**Clock nets**

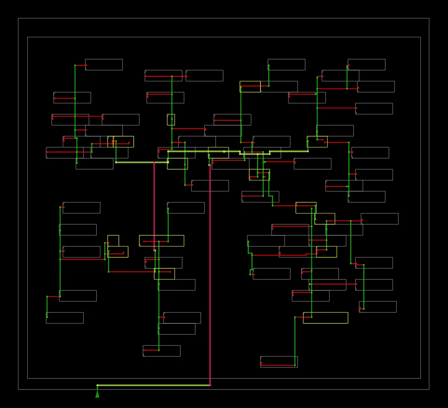
**Metal layers overlaid**

Scale: 4 px per micron.
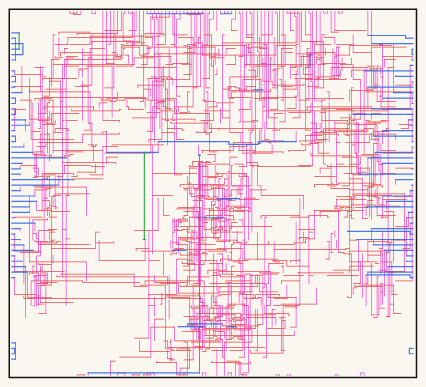
**config.mk**
```make
export PLATFORM = sky130hd
export DESIGN_NAME = mem_port_arb
export DESIGN_NICKNAME = d
export VERILOG_FILES = /design/src/rtl/mem_arb_pkg.sv /design/src/rtl/mem_arb_pick.sv /design/src/rtl/mem_port_arb.sv
export SDC_FILE = /design/constraint.sdc
export NUM_CORES = 1
export LEC_CHECK = 0
export ABC_AREA = 0
export CAP_MARGIN = 20
export CORE_ASPECT_RATIO = 0.9
export CORE_MARGIN = 2
export CORE_UTILIZATION = 37
export DETAILED_ROUTE_END_ITERATION = 6
export HOLD_SLACK_MARGIN = 0.02
export PLACE_DENSITY = 0.86
export SYNTH_ARGS = -nofsm -noshare
export SYNTH_HDL_FRONTEND = slang
export SYNTH_SLANG_ARGS = --single-unit
```
**constraint.sdc**
```tcl
create_clock -name clk -period 2.5 [get_ports clk]
set_input_delay 0.625 -clock clk [delete_from_list [all_inputs] [get_ports clk]]
set_output_delay 0.625 -clock clk [all_outputs]
set_load 0.02 [all_outputs]
```
**src/rtl/mem_arb_pkg.sv**
```systemverilog
// Shared types for the memory-port arbiter: lock FSM states, port ids and
// the read-owner pipeline stage.
package mem_arb_pkg;

    localparam int MEM_AW  = 10;
    localparam int MEM_DW  = 32;
    localparam int LOCK_CW = 8;

    typedef enum logic [1:0] {
        UNLOCKED = 2'd0,
        LOCK0    = 2'd1,
        LOCK1    = 2'd2
    } lock_state_t;

    typedef enum logic {
        P0 = 1'b0,
        P1 = 1'b1
    } port_t;

    typedef struct packed {
        logic  valid;
        port_t port;
    } owner_t;

    function automatic port_t other_port(input port_t p);
        return (p == P0) ? P1 : P0;
    endfunction

endpackage

```
**src/rtl/mem_arb_pick.sv**
```systemverilog
// Combinational winner selection. MEM_ARB_RR_EN selects round-robin between
// simultaneous unlocked requesters; otherwise port 0 has fixed priority.
module mem_arb_pick
    import mem_arb_pkg::*;
(
    input  logic        req0,
    input  logic        req1,
    input  lock_state_t state,
`ifdef MEM_ARB_RR_EN
    input  port_t       last,
`endif
    input  logic        esc,
    input  port_t       esc_port,
    output logic        gnt0,
    output logic        gnt1
);

    port_t win;

    always_comb begin
        gnt0 = 1'b0;
        gnt1 = 1'b0;
        win  = P0;
        case (state)
            LOCK0: gnt0 = req0;
            LOCK1: gnt1 = req1;
            default: begin
                if (req0 && req1) begin
                    // A burst that hit its limit hands the next slot to the other port
                    if (esc) begin
                        win = esc_port;
                    end else begin
`ifdef MEM_ARB_RR_EN
                        win = other_port(last);
`else
                        win = P0;
`endif
                    end
                    gnt0 = (win == P0);
                    gnt1 = (win == P1);
                end else begin
                    gnt0 = req0;
                    gnt1 = req1;
                end
            end
        endcase
    end

endmodule

```
**src/rtl/mem_port_arb.sv**
```systemverilog
// Two-port arbiter/sequencer for a single-port RAM with one-cycle read latency
// and bounded locked bursts. Define MEM_ARB_RR_EN for round-robin arbitration.
module mem_port_arb
    import mem_arb_pkg::*;
#(
    parameter int AW       = MEM_AW,
    parameter int DW       = MEM_DW,
    parameter int LOCK_MAX = 8
) (
    input  logic          clk,
    input  logic          rst_n,
    input  logic          req0,
    input  logic          req1,
    input  logic          we0,
    input  logic          we1,
    input  logic          lock0,
    input  logic          lock1,
    input  logic [AW-1:0] addr0,
    input  logic [AW-1:0] addr1,
    input  logic [DW-1:0] wdata0,
    input  logic [DW-1:0] wdata1,
    output logic          gnt0,
    output logic          gnt1,
    output logic          rvalid0,
    output logic          rvalid1,
    output logic [DW-1:0] rdata,
    output logic          mem_we,
    output logic [AW-1:0] mem_addr,
    output logic [DW-1:0] mem_din,
    input  logic [DW-1:0] mem_dout
);

    localparam logic [LOCK_CW-1:0] LOCK_LIM = LOCK_CW'(LOCK_MAX);

    lock_state_t        state_reg, state_next;
    logic [LOCK_CW-1:0] lock_cnt_reg, lock_cnt_next, cnt_inc;
    logic               esc_reg, esc_next;
    port_t              esc_port_reg, esc_port_next;
    owner_t             st1_reg, st2_reg, st1_next;
    logic               pick_gnt0, pick_gnt1;
    logic               xfer, g_we, g_lock;
    port_t              g_port, own_port;
    logic [AW-1:0]      g_addr;
    logic [DW-1:0]      g_wdata;
    logic               own_req, own_lock, own_gnt;

`ifdef MEM_ARB_RR_EN
    port_t last_reg;

    always_ff @(posedge clk or negedge rst_n) begin
        if (!rst_n) begin
            last_reg <= P1;
        end else if (xfer && state_reg == UNLOCKED) begin
            last_reg <= g_port;
        end
    end
`endif

    mem_arb_pick u_pick (
        .req0     (req0),
        .req1     (req1),
        .state    (state_reg),
`ifdef MEM_ARB_RR_EN
        .last     (last_reg),
`endif
        .esc      (esc_reg),
        .esc_port (esc_port_reg),
        .gnt0     (pick_gnt0),
        .gnt1     (pick_gnt1)
    );

    assign gnt0     = pick_gnt0 & rst_n;
    assign gnt1     = pick_gnt1 & rst_n;
    assign xfer     = gnt0 | gnt1;
    assign g_port   = gnt1 ? P1 : P0;
    assign g_we     = gnt1 ? we1 : we0;
    assign g_lock   = gnt1 ? lock1 : lock0;
    assign g_addr   = gnt1 ? addr1 : addr0;
    assign g_wdata  = gnt1 ? wdata1 : wdata0;

    assign own_port = (state_reg == LOCK1) ? P1 : P0;
    assign own_req  = (own_port == P1) ? req1 : req0;
    assign own_lock = (own_port == P1) ? lock1 : lock0;
    assign own_gnt  = (own_port == P1) ? gnt1 : gnt0;
    assign cnt_inc  = lock_cnt_reg + LOCK_CW'(1);

    // The grant that opens a burst is counted as its first locked grant
    always_comb begin
        state_next    = state_reg;
        lock_cnt_next = lock_cnt_reg;
        esc_next      = 1'b0;
        esc_port_next = esc_port_reg;
        case (state_reg)
            UNLOCKED: begin
                if (xfer && g_lock) begin
                    if (LOCK_LIM == LOCK_CW'(1)) begin
                        esc_next      = 1'b1;
                        esc_port_next = other_port(g_port);
                    end else begin
                        state_next    = (g_port == P1) ? LOCK1 : LOCK0;
                        lock_cnt_next = LOCK_CW'(1);
                    end
                end
            end
            default: begin
                if (own_gnt) begin
                    if (!own_lock) begin
                        state_next    = UNLOCKED;
                        lock_cnt_next = '0;
                    end else if (cnt_inc == LOCK_LIM) begin
                        state_next    = UNLOCKED;
                        lock_cnt_next = '0;
                        esc_next      = 1'b1;
                        esc_port_next = other_port(own_port);
                    end else begin
                        lock_cnt_next = cnt_inc;
                    end
                end else if (!own_req && !own_lock) begin
                    state_next    = UNLOCKED;
                    lock_cnt_next = '0;
                end
            end
        endcase
    end

    assign st1_next = '{valid: xfer & ~g_we, port: g_port};

    always_ff @(posedge clk or negedge rst_n) begin
        if (!rst_n) begin
            state_reg    <= UNLOCKED;
            lock_cnt_reg <= '0;
            esc_reg      <= 1'b0;
            esc_port_reg <= P0;
            st1_reg      <= '0;
            st2_reg      <= '0;
            mem_we       <= 1'b0;
            mem_addr     <= '0;
            mem_din      <= '0;
        end else begin
            state_reg    <= state_next;
            lock_cnt_reg <= lock_cnt_next;
            esc_reg      <= esc_next;
            esc_port_reg <= esc_port_next;
            st1_reg      <= st1_next;
            st2_reg      <= st1_reg;
            mem_we       <= xfer & g_we;
            if (xfer) begin
                mem_addr <= g_addr;
                mem_din  <= g_wdata;
            end
        end
    end

    assign rvalid0 = st2_reg.valid && (st2_reg.port == P0);
    assign rvalid1 = st2_reg.valid && (st2_reg.port == P1);
    assign rdata   = mem_dout;

endmodule

```
==> flow_summary.ini <==
; implementation run metrics
[finish]
num-nets-final = 571
buf_share = 0.321
layout-area-overhead-vs-synth_pct = 49.7
final_area_sq_mm = 0.00474
logic_area_sq_mm = 0.00134
comb_share = 0.282
largest_reg_flops = 32
clkCellAreaFrac = 0.0481
diodes = 0
layout_top_cell = clkdlybuf4s50_1
final_cell_mix = clkdlybuf4s50_1 (135), dfrtp_1 (59), nand2_1 (56)

[pwr]
powerSeq_mw = 1.57
maxPowerGroup = combinational cells
p_int_mw = 3.16
p_comb_mw = 2.45
power_frac_clock = 0.196
max-vdd-ir-drop_uv = 502
p_sw_mw = 1.84
finalPower_mw = 5.00

[clocking]
numCtsBuffers = 9
cts_tree = yes
hold_buffers = 0
clk_latency_ns = 0.32
post-cts-setup-buffers = 0

[yosys]
simple_gate_area_frac = 0.119
topCombFamilyByArea = multiplexers
flop_cell = dfrtp_1
edf_count = 0
synth_warnings = 0
netlist_area_sq_mm = 0.00316
mux_share = 0.140
largest_area_cell = dfrtp_1
synthAoiAreaFrac = 0.134
syn_inst = 324
yosysTopAreaCellShare = 0.467
yosysUniqueCellTypes = 39
ys_chip_area_sq_mm = 0.00316

[route]
wl_met3_microns = 566
drt-initial-drc-count = 71
via_per_inst = 4.90
routed.top_layer = met4
drt_pass1_iterations = 4

[floorplanning]
pin_count = 203
dieWidth_microns = 101
die_area_sq_mm = 0.00931
fp.dieH_microns = 91.7
rows = 31

[setup_path]
worstSetupPathType = in2out
arrival_ns = 1.85

[global_routing]
grt_pass1_wl_microns = 13300
top_usage_layer = met2
grt_pass1_vias = 2841

[run_status]
status = finished clean

[worst_hold_path]
min-delay-path-class = reg2reg

[flow_run]
max_cap_viol_count = 0

[final_timing]
tns_ns = 0
fmax_mhz = 404
relSlewSlack = 0.498

[placement]
placed_area_sq_mm = 0.00451
gp_congestion = 0.804
## Picture notes: 'clock nets'
Clock Power: 978 uW
CLK BUF: 12
clock tree sinks: 59
registers: 59

## Picture notes: 'metal layers overlaid'
legend:
  metal 1:
    color: red
    wire_length: 3440 microns
  metal 4:
    color: green
    wire_length: 89.8 microns
  metal 3:
    color: blue
    wire_length: 567 microns
  metal 2:
    color: magenta
    wire_length: 4260 microns
Total GRT Usage: 0.179
Routed WL: 8350 microns
via count: 2754
WL/cell: 14.9 microns

==> worst max-delay path, cell delays in order <==
cell and delay, ns:
clkdlybuf4s50_1 0.52, and2_1 0.17, o211a_2 0.22, clkdlybuf4s15_1 0.31
==> worst paths after layout <==
kind	cells past startpoint	startpoint	slack [ns]	endpoint
min in group asynchronous	2	rst_n	0.48	state_reg[1]
max reg2reg	6	lock_cnt_reg[1]	0.17	esc_port_reg
max	4	req0	0.02	gnt0
min reg2reg	0	st1_reg[0]	0.35	st2_reg[0]
min	0	st1_reg[0]	0.35	st2_reg[0]
max in group asynchronous	2	rst_n	1.51	lock_cnt_reg[1]
Power and IR drop assume default switching activity.
